`src/rtl/alu_pkg.sv`:
```
// Opcode/funct encodings and flag bit positions shared by the MIPS ALU.
package alu_pkg;

  localparam logic [5:0] OP_RTYPE = 6'b000000;
  localparam logic [5:0] OP_BEQ   = 6'b000100;
  localparam logic [5:0] OP_BNE   = 6'b000101;
  localparam logic [5:0] OP_ADDI  = 6'b001000;
  localparam logic [5:0] OP_ADDIU = 6'b001001;
  localparam logic [5:0] OP_SLTI  = 6'b001010;
  localparam logic [5:0] OP_SLTIU = 6'b001011;
  localparam logic [5:0] OP_ANDI  = 6'b001100;
  localparam logic [5:0] OP_ORI   = 6'b001101;
  localparam logic [5:0] OP_XORI  = 6'b001110;
  localparam logic [5:0] OP_LW    = 6'b100011;
  localparam logic [5:0] OP_SW    = 6'b101011;

  localparam logic [5:0] FN_SLL  = 6'b000000;
  localparam logic [5:0] FN_SRL  = 6'b000010;
  localparam logic [5:0] FN_SRA  = 6'b000011;
  localparam logic [5:0] FN_SLLV = 6'b000100;
  localparam logic [5:0] FN_SRLV = 6'b000110;
  localparam logic [5:0] FN_SRAV = 6'b000111;
  localparam logic [5:0] FN_ADD  = 6'b100000;
  localparam logic [5:0] FN_ADDU = 6'b100001;
  localparam logic [5:0] FN_SUB  = 6'b100010;
  localparam logic [5:0] FN_SUBU = 6'b100011;
  localparam logic [5:0] FN_AND  = 6'b100100;
  localparam logic [5:0] FN_OR   = 6'b100101;
  localparam logic [5:0] FN_XOR  = 6'b100110;
  localparam logic [5:0] FN_NOR  = 6'b100111;
  localparam logic [5:0] FN_SLT  = 6'b101010;
  localparam logic [5:0] FN_SLTU = 6'b101011;

  localparam int unsigned FLAG_ZERO = 2;
  localparam int unsigned FLAG_NEG  = 1;
  localparam int unsigned FLAG_OVF  = 0;

endpackage

```
`src/rtl/mips_alu_if.sv`:
```
// Execute-stage bundle: instruction and register operands in, result and flags out.
interface mips_alu_if;
  logic [31:0] instruction;
  logic [31:0] regA;
  logic [31:0] regB;
  logic [31:0] result;
  logic [2:0]  flags;

  modport master (output instruction, output regA, output regB, input result, input flags);
  modport slave  (input instruction, input regA, input regB, output result, output flags);
endinterface

```
`src/rtl/alu_core.sv`:
```
// Combinational decode, operand select and compute for the MIPS ALU.
module alu_core
  import alu_pkg::*;
(
  input  logic [31:0] instruction,
  input  logic [31:0] reg_a,
  input  logic [31:0] reg_b,
  output logic [31:0] next_result,
  output logic [2:0]  next_flags
);

  logic [5:0]  op, funct;
  logic [4:0]  rs, rt, shamt;
  logic [31:0] a, b, simm, zimm;
  logic [31:0] sum_ab, diff_ab, sum_ai;

  assign op    = instruction[31:26];
  assign rs    = instruction[25:21];
  assign rt    = instruction[20:16];
  assign shamt = instruction[10:6];
  assign funct = instruction[5:0];
  assign simm  = {{16{instruction[15]}}, instruction[15:0]};
  assign zimm  = {16'd0, instruction[15:0]};

  // Only two registers exist: address 0 is regA, any other address is regB.
  assign a = (rs == 5'd0) ? reg_a : reg_b;
  assign b = (rt == 5'd0) ? reg_a : reg_b;

  assign sum_ab  = a + b;
  assign diff_ab = a - b;
  assign sum_ai  = a + simm;

  always_comb begin
    next_result = '0;
    next_flags  = '0;
    unique case (op)
      OP_RTYPE: begin
        unique case (funct)
          FN_ADD: begin
            next_result          = sum_ab;
            next_flags[FLAG_OVF] = (a[31] == b[31]) && (sum_ab[31] != a[31]);
          end
          FN_ADDU: next_result = sum_ab;
          FN_SUB: begin
            next_result          = diff_ab;
            next_flags[FLAG_OVF] = (a[31] != b[31]) && (diff_ab[31] != a[31]);
          end
          FN_SUBU: next_result = diff_ab;
          FN_AND:  next_result = a & b;
          FN_OR:   next_result = a | b;
          FN_XOR:  next_result = a ^ b;
          FN_NOR:  next_result = ~(a | b);
          FN_SLT: begin
            next_flags[FLAG_NEG] = $signed(a) < $signed(b);
            next_result          = {31'd0, next_flags[FLAG_NEG]};
          end
          FN_SLTU: begin
            next_flags[FLAG_NEG] = a < b;
            next_result          = {31'd0, next_flags[FLAG_NEG]};
          end
          FN_SLL:  next_result = b << shamt;
          FN_SRL:  next_result = b >> shamt;
          FN_SRA:  next_result = $unsigned($signed(b) >>> shamt);
          FN_SLLV: next_result = b << a[4:0];
          FN_SRLV: next_result = b >> a[4:0];
          FN_SRAV: next_result = $unsigned($signed(b) >>> a[4:0]);
          default: ;
        endcase
      end
      OP_ADDI: begin
        next_result          = sum_ai;
        next_flags[FLAG_OVF] = (a[31] == simm[31]) && (sum_ai[31] != a[31]);
      end
      OP_ADDIU, OP_LW, OP_SW: next_result = sum_ai;
      OP_ANDI: next_result = a & zimm;
      OP_ORI:  next_result = a | zimm;
      OP_XORI: next_result = a ^ zimm;
      OP_SLTI: begin
        next_flags[FLAG_NEG] = $signed(a) < $signed(simm);
        next_result          = {31'd0, next_flags[FLAG_NEG]};
      end
      OP_SLTIU: begin
        next_flags[FLAG_NEG] = a < simm;
        next_result          = {31'd0, next_flags[FLAG_NEG]};
      end
      OP_BEQ, OP_BNE: begin
        next_result           = diff_ab;
        next_flags[FLAG_ZERO] = (a == b);
      end
      default: ;
    endcase
  end

endmodule

```
`src/rtl/mips_alu.sv`:
```
// MIPS execute-stage ALU: combinational core followed by an async-reset output register.
module mips_alu (
  input logic       clk,
  input logic       rst,
  mips_alu_if.slave bus
);

  logic [31:0] next_result, result_q;
  logic [2:0]  next_flags, flags_q;

  alu_core u_core (
    .instruction (bus.instruction),
    .reg_a       (bus.regA),
    .reg_b       (bus.regB),
    .next_result (next_result),
    .next_flags  (next_flags)
  );

  always_ff @(posedge clk or posedge rst) begin
    if (rst) begin
      result_q <= '0;
      flags_q  <= '0;
    end else begin
      result_q <= next_result;
      flags_q  <= next_flags;
    end
  end

  assign bus.result = result_q;
  assign bus.flags  = flags_q;

endmodule

```
`src/flat_wrapper.sv`:
```
// flat-port wrapper written by rule: the top's interface ports become plain ports
module mips_alu_flat 
  (clk, rst, bus_instruction, bus_regA, bus_regB, bus_result, bus_flags);
  mips_alu_if bus_i ();
  input logic clk;
  input logic rst;
  input wire logic [$bits(bus_i.instruction)-1:0] bus_instruction;
  input wire logic [$bits(bus_i.regA)-1:0] bus_regA;
  input wire logic [$bits(bus_i.regB)-1:0] bus_regB;
  output wire logic [$bits(bus_i.result)-1:0] bus_result;
  output wire logic [$bits(bus_i.flags)-1:0] bus_flags;
  assign bus_i.instruction = bus_instruction;
  assign bus_i.regA = bus_regA;
  assign bus_i.regB = bus_regB;
  assign bus_result = bus_i.result;
  assign bus_flags = bus_i.flags;
  mips_alu u_core (.clk(clk), .rst(rst), .bus(bus_i));
endmodule
```
`config.mk`:
```
export PLATFORM = sky130hd
export DESIGN_NAME = mips_alu_flat
export DESIGN_NICKNAME = d
export VERILOG_FILES = /design/src/rtl/alu_pkg.sv /design/src/rtl/mips_alu_if.sv /design/src/rtl/alu_core.sv /design/src/rtl/mips_alu.sv /design/src/flat_wrapper.sv
export SDC_FILE = /design/constraint.sdc
export NUM_CORES = 1
export LEC_CHECK = 0
export ABC_AREA = 1
export CAP_MARGIN = 5
export CORE_AREA = 2 2 224 226
export CTS_BUF_LIST = sky130_fd_sc_hd__clkbuf_4 sky130_fd_sc_hd__clkbuf_8
export CTS_CLUSTER_SIZE = 14
export DETAILED_ROUTE_END_ITERATION = 8
export DIE_AREA = 0 0 226 228
export GPL_ROUTABILITY_DRIVEN = 0
export PLACE_DENSITY_LB_ADDON = 0.1
export SLEW_MARGIN = 20
export SYNTH_ARGS = -nofsm -noshare
export SYNTH_HDL_FRONTEND = slang
export SYNTH_SLANG_ARGS = --single-unit
```
`constraint.sdc`:
```
create_clock -name clk -period 2.85 [get_ports clk]
set_clock_uncertainty 0.05 [all_clocks]
set_input_delay 0.57 -clock clk [delete_from_list [all_inputs] [get_ports clk]]
set_output_delay 0.57 -clock clk [all_outputs]
set_load 0.05 [all_outputs]
```
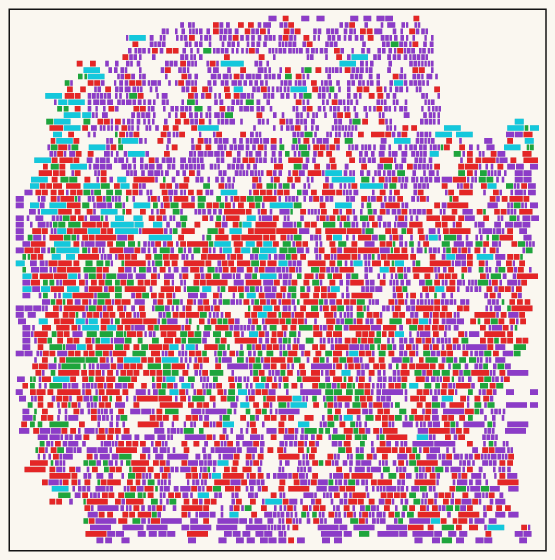
(sizing map)
Key: cyan = drive 6 and up [cells 135, most used buf_6]; purple = drive 1 or less [cells 2,513, most used nand2_1]; green = drive 2 [cells 459, most used nand2_2]; red = drive 3 to 4 [cells 1,220, most used buf_4]

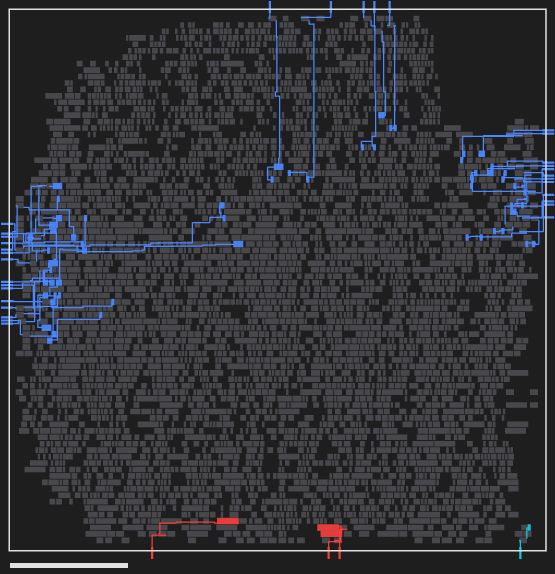
(port wiring)
Bar = 50 um.
Key: blue = `bus_regB` [direction input, edge 15 west, 12 east, 5 north, end cells 66, buffers 37, wire 1,600 um]; cyan = `rst` [direction input, edge south, end cells 1, buffers 1, wire 9.10 um]; red = `bus_flags` [direction output, edge south, end cells 3, buffers 3, wire 83.3 um]

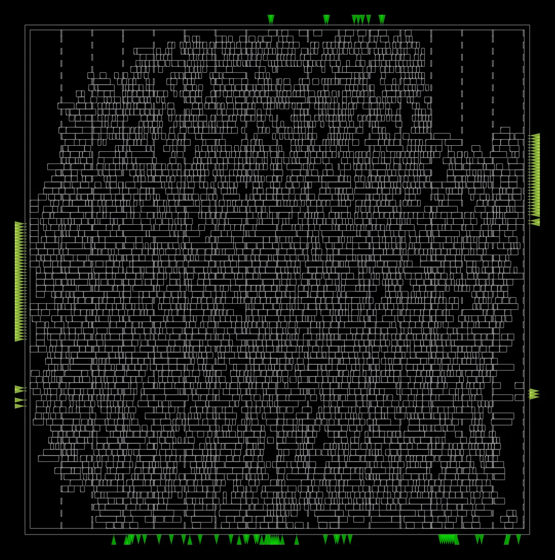
(cell placement)
FF+latch count: 35
number of fill cells: 4,367

==> run notes <==
The fraction of met3 tracks used by global routing came out at 0.09879. Summing all placed instances gives a cell area of 0.02683 mm^2. With the number of port buffers at 132, the estimated wirelength of the detail-placed design is 93.69 mm.

The tree built by TritonCTS fans out to 35 sinks. For reference, the critical path cell chain is buf_6, nor2_4, nand3_4, buf_12, buf_16, o21ai_4, ha_2, inv_2, fa_2, nand3b_1, nand2_2, a21boi_2, o21ai_2, buf_6, a21oi_2, o21ai_1, nand2_1, nor2_2, o211ai_1, o21ai_1, nand2_1. Launching element of the worst setup path: bus_instruction[16].

The area fraction in mux cells works out to 0. The run gives 34 as the number of endpoints failing setup at the final stage. The tools report the sequential cell area fraction in the yosys report as 0.05133.

The critical path maximum fanout is 7. Share of the clock period used by the worst path: 1.280. The count of non-CTS inverters in the layout is 389, and the growth of design area from synthesis to finish is 85.06%. Non-clock buffers in the final layout number 1,235. With the sequential cell power at 0.000538 W, the post-CTS setup repair buffer count is 103. The min-delay analysis places its worst path in the category input pin to asynchronous set/reset pin. The worst path needs 3648 ps of the cycle, external delays included. The biggest area consumer among cell classes is logic gates. The tools report the floorplan die area as 0.05153 mm^2.

Setup repair after global routing could not meet its margin everywhere. The average detailed-routed wire length per instance was 23.67 um; the combinational cell fraction of total power was 0.875. For the quantity of gates resized following cts, the log shows 662. Grouping stages by cell kind, the critical path spends the most delay in AND-OR/OR-AND gates. The effective utilization at floorplan is 0.3457, and the total number of vias is 29,690. With the net load switching power at 0.004065 W, the met1 layer usage reported by global route is 0.5545. STA puts the critical path data arrival time at 3810 ps.

The cell at the slowest stage of the critical path is fa_2. In the post-synthesis netlist, the biggest area contributors are nand2_1 18%, nand3_1 18%, ha_1 13%. The global routing stage identified its most utilized layer as met2. Number of warnings in the stage logs: 141.

The hold-fix buffer count after cts is 0. Global routing finished with a remaining overflow of 0. Critical path start-end classification: input pin to flop. The flow ran to the end, but the final reports show violations. The most common library cell in the layout ignoring fill and taps was buf_4. Leading area contributor after synthesis: nand2_1.

Post-synthesis net count: 3,505. The register with the most flip-flops in the layout has 32 of them. TritonCTS built the clock tree.

The run gives -797.9 ps for the smallest setup slack after layout. The report counts max-capacitance violations totalling 0. The final report gives the standard cell area, fillers excluded, as 0.03157 mm^2. The tools report the met2 wire length as 46.89 mm. The run gives 100 ps for the clock-pin slew on the worst setup and hold paths. Across all hold checks on the routed design, the worst slack comes to 631.8 ps. In the final layout, flip-flops and latches occupy 875.8 um^2. In the post-route report, total wirelength is listed as 118.3 mm. Summed over the clock group, the power is 0.000431 W.

The tools report the level count of the clock H-tree as 2. The worst setup path is launched from an input pin. For the total placed cells including tap cells, the log shows 4,846. The static leakage power was 15.56 nW; the depth of the critical timing path with buffers and inverters included was 21.

The average cell area after synthesis was 5.287 um^2. The overall track demand over capacity in global routing was 0.4333; the xor/xnor share of the synthesized area was 0.009754. The checks that failed: negative setup slack. Based on the critical path, the design can be clocked at up to 274.1 MHz.

The clock buffers instantiated in the layout total 6. The number of buffer and inverter stages on the critical path is 5, and the switching power share of the total is 0.5241. Before antenna repair, the detailed router went through 7 iterations. For the combinational gate area, the log shows 0.01772 mm^2. The post-route report lists met1 wire length as 43.72 mm. The combinational power was 0.00679 W.

The run gives 0.0001576 V as the maximum vdd drop. After routing, the total negative slack on setup checks comes to -19,660 ps. The most common flop cell mapped by yosys was dfrtp_1. The area share of fa/ha/maj cells after synthesis came out at 0.1333.

The final standard cell utilization of the core is 0.6398.
Power and IR drop assume default switching activity.
